run_1/m3.png
(4 px per µm) Cells faint in the background.
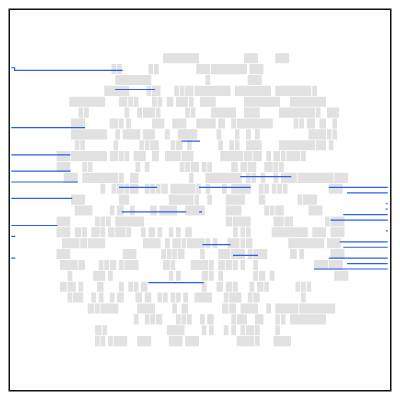
run_1/clock_wires.png
(4 px per µm)
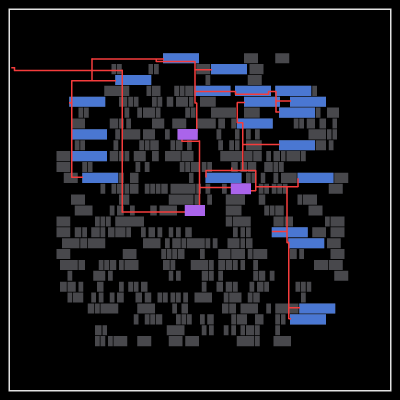
run_1/util_map.png
(4 px per µm) 10 x 10 tiles, from dark blue (low) to red (high), 0 to 100% covered.
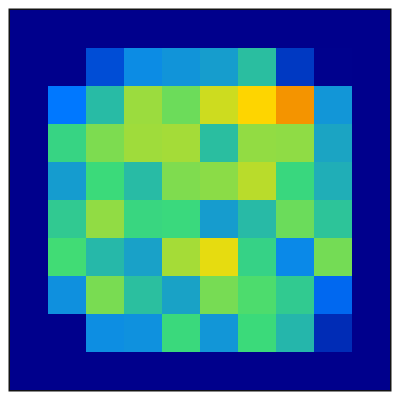
`config.mk`:
```
export PLATFORM = sky130hd
export DESIGN_NAME = vending_credit_controller_flat
export DESIGN_NICKNAME = d
export VERILOG_FILES = /design/src/rtl/vending_pkg.sv /design/src/rtl/vending_credit_controller_if.sv /design/src/rtl/vending_timeout_counter.sv /design/src/rtl/vending_credit_controller.sv /design/src/flat_wrapper.sv
export SDC_FILE = /design/constraint.sdc
export NUM_CORES = 1
export LEC_CHECK = 0
export ABC_AREA = 1
export CAP_MARGIN = 20
export CORE_MARGIN = 10
export CORE_UTILIZATION = 39
export DETAILED_ROUTE_END_ITERATION = 8
export GPL_TIMING_DRIVEN = 0
export PLACE_DENSITY_LB_ADDON = 0.08
export SKIP_CTS_REPAIR_TIMING = 1
export SLEW_MARGIN = 20
export SYNTH_ARGS = -nofsm -noshare
export SYNTH_HDL_FRONTEND = slang
export SYNTH_SLANG_ARGS = --single-unit
```
`constraint.sdc`:
```
create_clock -name clk -period 3.55 [get_ports clk]
set_input_delay 0.71 -clock clk [delete_from_list [all_inputs] [get_ports clk]]
set_output_delay 0.71 -clock clk [all_outputs]
set_load 0.01 [all_outputs]
```
`src/rtl/vending_pkg.sv`:
```
// Shared types and constants for the vending credit controller.
// Holds the FSM state encoding, default geometry and the price-table lookup.
package vending_pkg;

   typedef enum logic [1:0] {
      ST_IDLE   = 2'd0,
      ST_CREDIT = 2'd1,
      ST_VEND   = 2'd2,
      ST_CHANGE = 2'd3
   } state_e;

   localparam int unsigned DEF_CREDIT_W     = 8;
   localparam int unsigned DEF_NUM_PRODUCTS = 4;
   localparam int unsigned DEF_SEL_W        = 2;

   localparam logic [DEF_NUM_PRODUCTS*DEF_CREDIT_W-1:0] DEF_PRICES =
      {8'd200, 8'd120, 8'd100, 8'd50};

   // Lookup works on a table widened to the largest supported geometry.
   localparam int unsigned MAX_CREDIT_W = 32;
   localparam int unsigned MAX_PRODUCTS = 16;
   localparam int unsigned PRICE_TBL_W  = MAX_PRODUCTS * MAX_CREDIT_W;

   function automatic logic [MAX_CREDIT_W-1:0] price_lookup(
      input logic [PRICE_TBL_W-1:0] prices,
      input int unsigned            idx,
      input int unsigned            credit_w
   );
      logic [PRICE_TBL_W-1:0]  shifted;
      logic [MAX_CREDIT_W-1:0] mask;
      shifted = prices >> (idx * credit_w);
      mask    = (credit_w >= MAX_CREDIT_W) ? '1
              : ((MAX_CREDIT_W'(1) << credit_w) - MAX_CREDIT_W'(1));
      return shifted[MAX_CREDIT_W-1:0] & mask;
   endfunction

endpackage

```
`src/rtl/vending_credit_controller_if.sv`:
```
// Front-end / back-end signal bundle of the vending credit controller.
// master = coin acceptor, keypad and driver side; slave = the controller.
interface vending_credit_controller_if
   import vending_pkg::*;
#(
   parameter int unsigned CREDIT_W = DEF_CREDIT_W,
   parameter int unsigned SEL_W    = DEF_SEL_W
);

   logic                coin_valid;
   logic [CREDIT_W-1:0] coin_value;
   logic                sel_valid;
   logic [SEL_W-1:0]    sel_id;
   logic                cancel;

   logic                coin_reject;
   logic                sel_reject;
   logic                vend_valid;
   logic [SEL_W-1:0]    vend_id;
   logic                change_pulse;
   logic [CREDIT_W-1:0] credit;
   logic                busy;

   modport master (
      output coin_valid, coin_value, sel_valid, sel_id, cancel,
      input  coin_reject, sel_reject, vend_valid, vend_id,
             change_pulse, credit, busy
   );

   modport slave (
      input  coin_valid, coin_value, sel_valid, sel_id, cancel,
      output coin_reject, sel_reject, vend_valid, vend_id,
             change_pulse, credit, busy
   );

endinterface

```
`src/rtl/vending_timeout_counter.sv`:
```
// Inactivity timer: counts enabled cycles, flags the last one of TIMEOUT_CYC.
// expire_c is combinational so the FSM can leave CREDIT on that same edge.
module vending_timeout_counter #(
   parameter int unsigned TIMEOUT_CYC = 16
) (
   input  logic clk,
   input  logic reset,
   input  logic clear,
   input  logic enable,
   output logic expire_c
);

   localparam int unsigned CNT_W = (TIMEOUT_CYC > 1) ? $clog2(TIMEOUT_CYC) : 1;
   localparam logic [CNT_W-1:0] LAST = CNT_W'(TIMEOUT_CYC - 1);

   logic [CNT_W-1:0] count;

   always_ff @(posedge clk or posedge reset) begin
      if (reset) begin
         count <= '0;
      end else if (clear) begin
         count <= '0;
      end else if (enable) begin
         count <= (count == LAST) ? '0 : count + CNT_W'(1);
      end
   end

   assign expire_c = enable && (count == LAST);

endmodule

```
`src/rtl/vending_credit_controller.sv`:
```
// Multi-product vending controller: coin credit, priced selection, dispense
// strobe and change returned as a train of CHANGE_UNIT pulses.
module vending_credit_controller
   import vending_pkg::*;
#(
   parameter int unsigned                        CREDIT_W     = DEF_CREDIT_W,
   parameter int unsigned                        NUM_PRODUCTS = DEF_NUM_PRODUCTS,
   parameter int unsigned                        SEL_W        = DEF_SEL_W,
   parameter logic [NUM_PRODUCTS*CREDIT_W-1:0]   PRICES       = DEF_PRICES,
   parameter int unsigned                        CHANGE_UNIT  = 10,
   parameter int unsigned                        TIMEOUT_CYC  = 16
) (
   input  logic                         clk,
   input  logic                         reset,
   vending_credit_controller_if.slave   bus
);

   localparam int unsigned SUM_W = CREDIT_W + 1;
   localparam logic [CREDIT_W-1:0]    UNIT      = CREDIT_W'(CHANGE_UNIT);
   localparam logic [PRICE_TBL_W-1:0] PRICE_TBL = PRICE_TBL_W'(PRICES);

   state_e state;
   state_e next_state;

   logic [CREDIT_W-1:0] credit_q,     credit_d;
   logic [SEL_W-1:0]    vend_id_q,    vend_id_d;
   logic                coin_rej_q,   coin_rej_d;
   logic                sel_rej_q,    sel_rej_d;
   logic                vend_q,       vend_d;
   logic                pulse_q,      pulse_d;
   logic                busy_q,       busy_d;

   // Credit datapath helpers
   logic [SUM_W-1:0]    coin_sum;
   logic                coin_ovf;
   logic [CREDIT_W-1:0] sel_price;
   logic                sel_ok;
   logic                has_change;
   logic                has_credit;
   logic                idle_tick;
   logic                expire_c;

   assign coin_sum   = {1'b0, credit_q} + {1'b0, bus.coin_value};
   assign coin_ovf   = coin_sum[CREDIT_W];
   assign sel_price  = CREDIT_W'(price_lookup(PRICE_TBL, 32'(bus.sel_id), CREDIT_W));
   assign sel_ok     = (32'(bus.sel_id) < NUM_PRODUCTS) && (credit_q >= sel_price);
   assign has_change = credit_q >= UNIT;
   assign has_credit = credit_q != '0;
   assign idle_tick  = (state == ST_CREDIT) && !bus.cancel && !bus.coin_valid && !bus.sel_valid;

   // Any activity, or being outside CREDIT, restarts the inactivity window
   vending_timeout_counter #(
      .TIMEOUT_CYC (TIMEOUT_CYC)
   ) u_timeout (
      .clk      (clk),
      .reset    (reset),
      .clear    (!idle_tick),
      .enable   (idle_tick),
      .expire_c (expire_c)
   );

   always_ff @(posedge clk or posedge reset) begin
      if (reset) begin
         state <= ST_IDLE;
      end else begin
         state <= next_state;
      end
   end

   // Next state; cancel outranks coin, coin outranks selection
   always_comb begin
      next_state = state;
      case (state)
         ST_IDLE: begin
            if (bus.coin_valid) begin
               next_state = ST_CREDIT;
            end
         end
         ST_CREDIT: begin
            if (bus.cancel) begin
               next_state = has_credit ? ST_CHANGE : ST_IDLE;
            end else if (bus.coin_valid) begin
               next_state = ST_CREDIT;
            end else if (bus.sel_valid && sel_ok) begin
               next_state = ST_VEND;
            end else if (expire_c) begin
               next_state = has_credit ? ST_CHANGE : ST_IDLE;
            end
         end
         ST_VEND:   next_state = has_change ? ST_CHANGE : ST_IDLE;
         ST_CHANGE: next_state = has_change ? ST_CHANGE : ST_IDLE;
         default:   next_state = ST_IDLE;
      endcase
   end

   // Next values of the credit register and of every registered output
   always_comb begin
      credit_d   = credit_q;
      vend_id_d  = vend_id_q;
      coin_rej_d = 1'b0;
      sel_rej_d  = 1'b0;
      pulse_d    = 1'b0;
      vend_d     = (next_state == ST_VEND);
      busy_d     = (next_state == ST_VEND) || (next_state == ST_CHANGE);

      case (state)
         ST_IDLE: begin
            if (bus.coin_valid) begin
               credit_d = bus.coin_value;
            end
            if (bus.sel_valid) begin
               sel_rej_d = 1'b1;
            end
         end
         ST_CREDIT: begin
            if (bus.cancel) begin
               credit_d = credit_q;
            end else if (bus.coin_valid) begin
               if (coin_ovf) begin
                  coin_rej_d = 1'b1;
               end else begin
                  credit_d = coin_sum[CREDIT_W-1:0];
               end
               sel_rej_d = bus.sel_valid;
            end else if (bus.sel_valid) begin
               if (sel_ok) begin
                  credit_d  = credit_q - sel_price;
                  vend_id_d = bus.sel_id;
               end else begin
                  sel_rej_d = 1'b1;
               end
            end
         end
         ST_VEND, ST_CHANGE: begin
            coin_rej_d = bus.coin_valid;
            sel_rej_d  = bus.sel_valid;
            if (!has_change) begin
               credit_d = '0;
            end
         end
         default: credit_d = '0;
      endcase

      // A pulse goes out on every edge that lands in CHANGE with a unit left
      if ((next_state == ST_CHANGE) && has_change) begin
         pulse_d  = 1'b1;
         credit_d = credit_q - UNIT;
      end
   end

   always_ff @(posedge clk or posedge reset) begin
      if (reset) begin
         credit_q   <= '0;
         vend_id_q  <= '0;
         coin_rej_q <= 1'b0;
         sel_rej_q  <= 1'b0;
         vend_q     <= 1'b0;
         pulse_q    <= 1'b0;
         busy_q     <= 1'b0;
      end else begin
         credit_q   <= credit_d;
         vend_id_q  <= vend_id_d;
         coin_rej_q <= coin_rej_d;
         sel_rej_q  <= sel_rej_d;
         vend_q     <= vend_d;
         pulse_q    <= pulse_d;
         busy_q     <= busy_d;
      end
   end

   assign bus.credit       = credit_q;
   assign bus.vend_id      = vend_id_q;
   assign bus.coin_reject  = coin_rej_q;
   assign bus.sel_reject   = sel_rej_q;
   assign bus.vend_valid   = vend_q;
   assign bus.change_pulse = pulse_q;
   assign bus.busy         = busy_q;

endmodule

```
`src/flat_wrapper.sv`:
```
// flat-port wrapper written by rule: the top's interface ports become plain ports
module vending_credit_controller_flat import vending_pkg::*;
#(
   parameter int unsigned                        CREDIT_W     = DEF_CREDIT_W,
   parameter int unsigned                        NUM_PRODUCTS = DEF_NUM_PRODUCTS,
   parameter int unsigned                        SEL_W        = DEF_SEL_W,
   parameter logic [NUM_PRODUCTS*CREDIT_W-1:0]   PRICES       = DEF_PRICES,
   parameter int unsigned                        CHANGE_UNIT  = 10,
   parameter int unsigned                        TIMEOUT_CYC  = 16
)
  (clk, reset, bus_coin_valid, bus_coin_value, bus_sel_valid, bus_sel_id, bus_cancel, bus_coin_reject, bus_sel_reject, bus_vend_valid, bus_vend_id, bus_change_pulse, bus_credit, bus_busy);
  vending_credit_controller_if #(.CREDIT_W(CREDIT_W), .SEL_W(SEL_W)) bus_i ();
  input  logic clk;
  input  logic reset;
  input wire logic [$bits(bus_i.coin_valid)-1:0] bus_coin_valid;
  input wire logic [$bits(bus_i.coin_value)-1:0] bus_coin_value;
  input wire logic [$bits(bus_i.sel_valid)-1:0] bus_sel_valid;
  input wire logic [$bits(bus_i.sel_id)-1:0] bus_sel_id;
  input wire logic [$bits(bus_i.cancel)-1:0] bus_cancel;
  output wire logic [$bits(bus_i.coin_reject)-1:0] bus_coin_reject;
  output wire logic [$bits(bus_i.sel_reject)-1:0] bus_sel_reject;
  output wire logic [$bits(bus_i.vend_valid)-1:0] bus_vend_valid;
  output wire logic [$bits(bus_i.vend_id)-1:0] bus_vend_id;
  output wire logic [$bits(bus_i.change_pulse)-1:0] bus_change_pulse;
  output wire logic [$bits(bus_i.credit)-1:0] bus_credit;
  output wire logic [$bits(bus_i.busy)-1:0] bus_busy;
  assign bus_i.coin_valid = bus_coin_valid;
  assign bus_i.coin_value = bus_coin_value;
  assign bus_i.sel_valid = bus_sel_valid;
  assign bus_i.sel_id = bus_sel_id;
  assign bus_i.cancel = bus_cancel;
  assign bus_coin_reject = bus_i.coin_reject;
  assign bus_sel_reject = bus_i.sel_reject;
  assign bus_vend_valid = bus_i.vend_valid;
  assign bus_vend_id = bus_i.vend_id;
  assign bus_change_pulse = bus_i.change_pulse;
  assign bus_credit = bus_i.credit;
  assign bus_busy = bus_i.busy;
  vending_credit_controller #(.CREDIT_W(CREDIT_W), .NUM_PRODUCTS(NUM_PRODUCTS), .SEL_W(SEL_W), .PRICES(PRICES), .CHANGE_UNIT(CHANGE_UNIT), .TIMEOUT_CYC(TIMEOUT_CYC)) u_core (.clk(clk), .reset(reset), .bus(bus_i));
endmodule
```
==> run notes, run 1 <==
flow finished, numbers: ys cells=321, critical path's most frequent cell=nand2_2, Final Hold Vio Count=0, Yosys reg bits=21, multi-input logic cell count=251, P_int=0.00103 W, Final Power=0.00220 W, row count=27, CTS sink cnt=21, tool warnings=27, CP max-delay cell=clkdlybuf4s50_1, Synth Cell Area=0.00219 mm², first-pass GRT wire length=9.76 mm, Worst R2R Setup Slack=1.03 ns, CTS tree=built, final std cells w/o fill=426, CLK BUF=3, TNS Setup=0 ns, Slew @ Worst Pin=0.828 ns, Top class by area=combinational gates, largest net degree at the start of global routing=22, DR WL met3=324 µm, maximum clock rate=316 MHz, crit-path leading delay family=simple AND/OR/NAND/NOR gates, multi-input logic area=0.00147 mm², CP endpoint=u_core.bus.credit[5], worst setup margin=0.383 ns, RSZ-0062 raised after global routing=false, cell count along the critical path=17, PD cells=839 mW/mm², most common cell in the netlist=nand2_1, critical path, cell by cell=clkdlybuf4s50_1 -> nor2_1 -> ha_1 -> nand2_2 -> inv_1 -> a21oi_4 -> nand3_2 -> nand2_2 -> nand2_1 -> nand2_2 -> nand2_2 -> a21oi_4 -> nand3_4 -> nand3_4 -> nand3_4 -> nand2_1 -> nand2_1, reg2reg start=u_core.bus.credit[3], RR Endpoint=u_core.bus.credit[5], DP HPWL=4.68 mm, gpl congestion=0.859, Setup CP Type=input pin to register, Compound Share, Synth=0.116, final net count=389, fraction of registers with async set/reset=1.00, CP bufs+invs=2, xor and xnor area share after synthesis=0.0319, clk buf depth=2, core area=0.00547 mm², DRT met1 WL=2.86 mm, worst vdd ir=0.360 mV, Cell Type Count=37, Routed WL=5.85 mm, Tapcells=72, Vias=2,086, drc violations=0, Simple-Gate Area Share=0.408, inverters=45, Global Route Usage Sum=0.135, Synth Area in Adders=0.112, Seq power=0.000437 W, vias in the first global route=1,999, switch share=0.529, run status=completed, Area growth syn-to-layout=19.4%, Non-clock buffer share=0.124, initial antenna violation count=0, Initial Util=0.401, GRT overflow=0, Mapped Nets=355, EDFF count, synth=0, Slew Limit Fails=0, worst path arrival time=3.33 ns, Setup crit end kind=register
Back to the opening pictures, m3.png:
27 nets have wire on it. The longest straight run is 26.9 µm. The layer holds 5.6% of the routed length.

Back to the opening pictures, clock_wires.png:
Key: red = clock wires [length 354 µm]; purple = clock-net drivers [count 3]; blue = flip-flops [count 21]
There are 4 routed clock nets.

Back to the opening pictures, util_map.png:
The densest ninth of the die: center. 39% of the tiles are nearly empty. The emptiest ninth of the die: north-west. The mean over all tiles is 28%. The fullest tile reaches 83%. 2.0% of the tiles are over 75% full.

==> run 2: changes to the inputs <==
Settings changed: CAP_MARGIN 20 to 0.
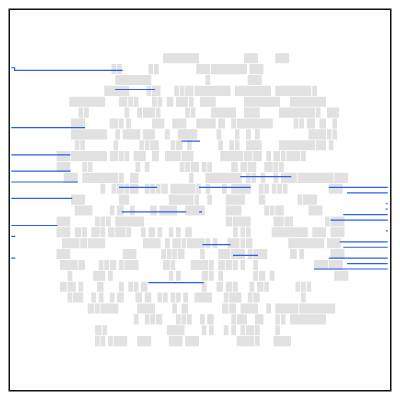
run_2/m3.png
(4 px per µm) Cells faint in the background.
27 nets have wire on it. The layer carries 325 µm of wire.

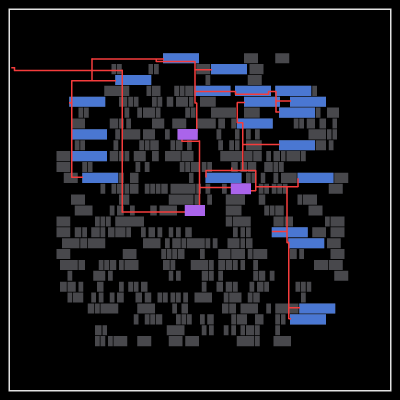
run_2/clock_wires.png
(4 px per µm)
Key: purple = clock-net drivers [count 3]; red = clock wires [length 354 µm]; blue = flip-flops [count 21]
There are 4 routed clock nets.

==> run notes, run 2 <==
flow finished, numbers: run status=completed (unchanged), Synth Seq Share=0.239 (unchanged), multi-input logic cell count=251 (unchanged), initial DRC count=89 (unchanged), Worst Path Required=3.71 ns (about the same), final std cells w/o fill=426 (unchanged), critical path startpoint=bus_sel_id[0] (unchanged), Synth Area per Inst=6.84 µm² (unchanged), EDFF count, synth=0 (unchanged), Leak=1.32 nW (unchanged), critical path, cell by cell=clkdlybuf4s50_1 -> nor2_1 -> ha_1 -> nand2_2 -> inv_1 -> a21oi_4 -> nand3_2 -> nand2_2 -> nand2_1 -> nand2_2 -> nand2_2 -> a21oi_4 -> nand3_4 -> nand3_4 -> nand3_4 -> nand2_1 -> nand2_1 (unchanged), Clock Power Share=0.073 (about the same), crit-path leading delay family=simple AND/OR/NAND/NOR gates (unchanged), drc violations=0 (unchanged), gpl congestion=0.859 (unchanged), tool warnings=27 (unchanged), Yosys reg bits=21 (unchanged), clock transition at the registers of the reported paths=0.08 ns (about the same), switch share=0.529 (unchanged), CP bufs+invs=2 (unchanged), Sw Pwr=0.00116 W (unchanged), Hold Crit Class=register to register (unchanged), RSZ-0062 raised after global routing=false (unchanged), Vias=2,086 (unchanged), vias in the first global route=1,999 (unchanged), CTS tree=built (unchanged), Final Hold Vio Count=0 (unchanged), yosys stat chip area=0.00219 mm² (unchanged), grt met2 use=0.217 (unchanged), maximum clock rate=316 MHz (unchanged), row count=27 (unchanged), drt pass-1 iters=4 (unchanged), first-pass GRT wire length=9.76 mm (unchanged), top cells, area=dfrtp_1, nand2_1, ha_1 (unchanged), CLK BUF=3 (unchanged), Routed WL=5.85 mm (unchanged), port buffer count=29 (unchanged), TNS Setup=0 ns (unchanged), routed vias/inst=4.90 (unchanged), Seq power=0.000437 W (about the same), max-cap violation count=0 (unchanged), Cell Type Count=37 (unchanged), fraction of registers with async set/reset=1.00 (unchanged), multi-input logic area=0.00147 mm² (unchanged), initial antenna violation count=0 (unchanged), DP HPWL=4.68 mm (unchanged), Seq area share=0.200 (unchanged), Comb. pwr=0.00160 W (about the same), worst vdd ir=0.360 mV (unchanged), Filler Cell Count=610 (unchanged), Initial Util=0.401 (unchanged), xor and xnor area share after synthesis=0.0319 (unchanged), CP Launch Type=input pin (unchanged), hold path start=u_core.u_timeout.count[0] (unchanged), dpl ws=0.0832 ns (unchanged), Final Power=0.00220 W (unchanged), ys cells=321 (unchanged), worst setup margin=0.383 ns (unchanged), cell count along the critical path=17 (unchanged), Slew @ Worst Pin=0.828 ns (unchanged), Worst Path Max Fanout=10 (unchanged), most used routing layer=met2 (unchanged), period utilization=0.892 (unchanged), Reg area=526 µm² (unchanged), Setup CP Type=input pin to register (unchanged), Slew Limit Fails=0 (unchanged), most frequent logic cell in the layout=nand2_1 (unchanged), final net count=389 (unchanged), top layer in use=met4 (unchanged), Mapped Nets=355 (unchanged), CP max-delay cell=clkdlybuf4s50_1 (unchanged), worst path arrival time=3.33 ns (about the same), PD cells=839 mW/mm² (unchanged), met2 wire len=2.60 mm (unchanged), inverters=45 (unchanged), Top cells excl fill/tap=nand2_1, inv_1, nor2_1, clkdlybuf4s50_1, dfrtp_1 (unchanged), Syn Inst Count=321 (unchanged), RR Endpoint=u_core.bus.credit[5] (unchanged), Top class by area=combinational gates (unchanged), Non-clock buffer share=0.124 (unchanged), Simple-Gate Area Share=0.408 (unchanged), Global Route Usage Sum=0.135 (unchanged), CTS sink cnt=21 (unchanged), fraction of layout cells with a size suffix above 1=0.105 (unchanged), core area=0.00547 mm² (unchanged), Tapcells=72 (unchanged), Compound Share, Synth=0.116 (unchanged), DR WL met3=324 µm (unchanged), critical path's most frequent cell=nand2_2 (unchanged), final core utilization=0.479 (unchanged), Buffers, non-clock=33 (unchanged), die area=0.00903 mm² (unchanged), reg2reg start=u_core.bus.credit[3] (unchanged), clk buf depth=2 (unchanged), DR WL/cell=13.7 µm (unchanged), Detail Route Antenna Nets=0 (unchanged), P_int=0.00103 W (unchanged), Synth Flop Type=dfrtp_1 (unchanged), Area growth syn-to-layout=19.4% (unchanged), # placed instances=422 (unchanged), Synth Area in Adders=0.112 (unchanged), largest net degree at the start of global routing=22 (unchanged), worst rel slew slack=0.447 (unchanged), Synth Cell Area=0.00219 mm² (unchanged), max FFs per register=8 (unchanged), GRT overflow=0 (unchanged), most common cell in the netlist=nand2_1 (unchanged), CP endpoint=u_core.bus.credit[5] (unchanged), post-synth top area share=0.239 (unchanged), Setup crit end kind=register (unchanged), final setup violation count=0 (unchanged), DRT met1 WL=2.86 mm (unchanged), Largest Pwr Group=combinational logic (unchanged), Worst R2R Setup Slack=1.03 ns (about the same), flip-flops=21 (unchanged)
==> run 3: changes to the inputs <==
Settings changed: GPL_ROUTABILITY_DRIVEN set to 0.
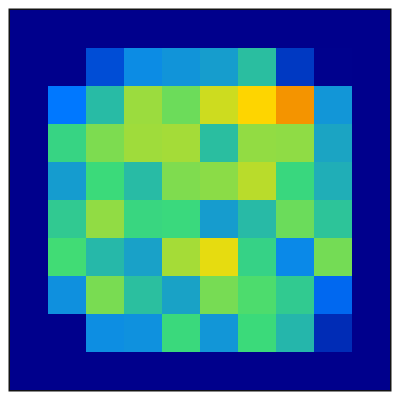
run_3/util_map.png
(4 px per µm) 10 x 10 tiles, from dark blue (low) to red (high), 0 to 100% covered.
2.0% of the tiles are over 75% full. The densest ninth of the die: center. 39% of the tiles are nearly empty. The fullest tile reaches 83%. The emptiest ninth of the die: north-west. The mean over all tiles is 28%.

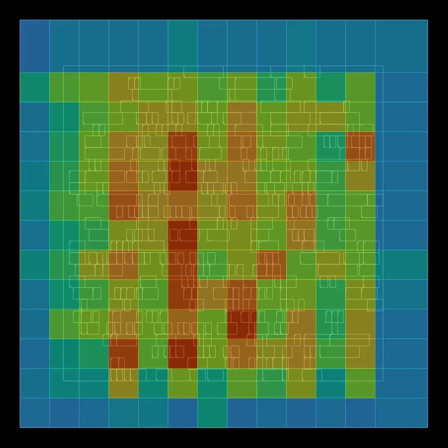
run_3/congestion_map.png
DR WL/cell: 13.7 µm
Global Route Usage Sum: 0.135
met1 GRT Util: 0.177
grt met2 use: 0.217

==> run notes, run 3 <==
flow finished, numbers: run status=completed (unchanged), Routed WL=5.85 mm (unchanged), largest net degree at the start of global routing=22 (unchanged), Synth Flop Type=dfrtp_1 (unchanged), port buffer count=29 (unchanged), P_int=0.00103 W (unchanged), comb area leader=simple AND/OR/NAND/NOR gates (unchanged), Reg area=526 µm² (unchanged), Synth Cell Area=0.00219 mm² (unchanged), CP endpoint=u_core.bus.credit[5] (unchanged), critical path, cell by cell=clkdlybuf4s50_1 -> nor2_1 -> ha_1 -> nand2_2 -> inv_1 -> a21oi_4 -> nand3_2 -> nand2_2 -> nand2_1 -> nand2_2 -> nand2_2 -> a21oi_4 -> nand3_4 -> nand3_4 -> nand3_4 -> nand2_1 -> nand2_1 (unchanged), most used routing layer=met2 (unchanged), Hold Crit Class=register to register (unchanged), critical path's most frequent cell=nand2_2 (unchanged), met2 wire len=2.60 mm (unchanged), Post-DP Area=0.00257 mm² (unchanged), Die Span X=95.0 µm (unchanged), CTS H-tree lvls=1 (unchanged), switch share=0.529 (unchanged), ys cells=321 (unchanged), Worst Reg-to-Reg Cells=14 (unchanged), Leak=1.32 nW (unchanged), top layer in use=met4 (unchanged), hold path start=u_core.u_timeout.count[0] (unchanged), # placed instances=422 (unchanged), Top cells excl fill/tap=nand2_1, inv_1, nor2_1, clkdlybuf4s50_1, dfrtp_1 (unchanged), PD cells=839 mW/mm² (unchanged), drc violations=0 (unchanged), Cell Type Count=37 (unchanged), Seq area share=0.200 (unchanged), worst setup margin=0.383 ns (unchanged), reg2reg start=u_core.bus.credit[3] (unchanged), Area growth syn-to-layout=19.4% (unchanged), worst rel slew slack=0.447 (unchanged), Final Power=0.00220 W (unchanged), DR WL met3=324 µm (unchanged), multi-input logic cell count=251 (unchanged), top cells by count, synth=nand2_1, inv_1, nor2_1 (unchanged), core area=0.00547 mm² (unchanged), RSZ-0062 raised after global routing=false (unchanged), clk tree area frac=0.0177 (unchanged), Gate power share=0.728 (about the same), clk buf depth=2 (unchanged), synth warn=0 (unchanged), Tapcells=72 (unchanged), CP max-delay cell=clkdlybuf4s50_1 (unchanged), Initial Util=0.401 (unchanged), Final min period=3.17 ns (unchanged), Comb. pwr=0.00160 W (about the same), Filler Cell Count=610 (unchanged), final std cells w/o fill=426 (unchanged), max FFs per register=8 (unchanged), GRT overflow=0 (unchanged), Synth Seq Share=0.239 (unchanged), Clock Power Share=0.073 (about the same), Detail Route Antenna Nets=0 (unchanged), Yosys reg bits=21 (unchanged), Buffers, non-clock=33 (unchanged), Slew @ Worst Pin=0.828 ns (unchanged), critical path startpoint=bus_sel_id[0] (unchanged), worst vdd ir=0.360 mV (unchanged), inverters=45 (unchanged), worst path arrival time=3.33 ns (about the same), final setup violation count=0 (unchanged), Synth Area per Inst=6.84 µm² (unchanged), yosys stat chip area=0.00219 mm² (unchanged), top cells, area=dfrtp_1, nand2_1, ha_1 (unchanged), fraction of registers with async set/reset=1.00 (unchanged), Worst R2R Setup Slack=1.03 ns (about the same), tool warnings=27 (unchanged), dpl ws=0.0832 ns (unchanged), Final Hold Vio Count=0 (unchanged), crit-path leading delay family=simple AND/OR/NAND/NOR gates (unchanged), Mapped Nets=355 (unchanged), Simple-Gate Area Share=0.408 (unchanged), initial antenna violation count=0 (unchanged), CP Launch Type=input pin (unchanged), Layout Skew=0.00224 ns (unchanged), multi-input logic area=0.00147 mm² (unchanged), clock transition at the registers of the reported paths=0.08 ns (about the same), fraction of layout cells with a size suffix above 1=0.105 (unchanged), Seq power=0.000437 W (about the same), fin area=0.00262 mm² (unchanged), Worst Path Required=3.71 ns (about the same), routed vias/inst=4.90 (unchanged), Reg power frac=0.199 (about the same), most frequent logic cell in the layout=nand2_1 (unchanged), Compound Share, Synth=0.116 (unchanged), cell count along the critical path=17 (unchanged), flip-flops=21 (unchanged), TNS Setup=0 ns (unchanged), Ports=30 (unchanged), initial DRC count=89 (unchanged), Synth Area in Adders=0.112 (unchanged), Late-Pin Clk Latency=0.27 ns (about the same), Setup crit end kind=register (unchanged), die span in y=95.0 µm (unchanged), die area=0.00903 mm² (unchanged), row count=27 (unchanged), Top class by area=combinational gates (unchanged), Slew Limit Fails=0 (unchanged), CLK BUF=3 (unchanged), DP HPWL=4.68 mm (unchanged), final net count=389 (unchanged), Non-clock buffer share=0.124 (unchanged), Syn Inst Count=321 (unchanged), DRT met1 WL=2.86 mm (unchanged), CTS tree=built (unchanged), drt pass-1 iters=4 (unchanged), Worst Path Max Fanout=10 (unchanged), max-cap violation count=0 (unchanged), vias in the first global route=1,999 (unchanged), first-pass GRT wire length=9.76 mm (unchanged), final core utilization=0.479 (unchanged), post-synth top area share=0.239 (unchanged), Largest Pwr Group=combinational logic (unchanged), period utilization=0.892 (unchanged), Vias=2,086 (unchanged), xor and xnor area share after synthesis=0.0319 (unchanged), CTS buffer count=3 (unchanged), CTS sink cnt=21 (unchanged), RR Endpoint=u_core.bus.credit[5] (unchanged), Crit path largest cell delay=0.50 ns (about the same), maximum clock rate=316 MHz (unchanged), Setup CP Type=input pin to register (unchanged), most common cell in the netlist=nand2_1 (unchanged), Sw Pwr=0.00116 W (unchanged), CP bufs+invs=2 (unchanged), Hold Path Depth=1 (unchanged), EDFF count, synth=0 (unchanged), Worst Hold End=u_core.u_timeout.count[0] (unchanged)
No activity file was given, so power comes from the tool's default toggle rates.
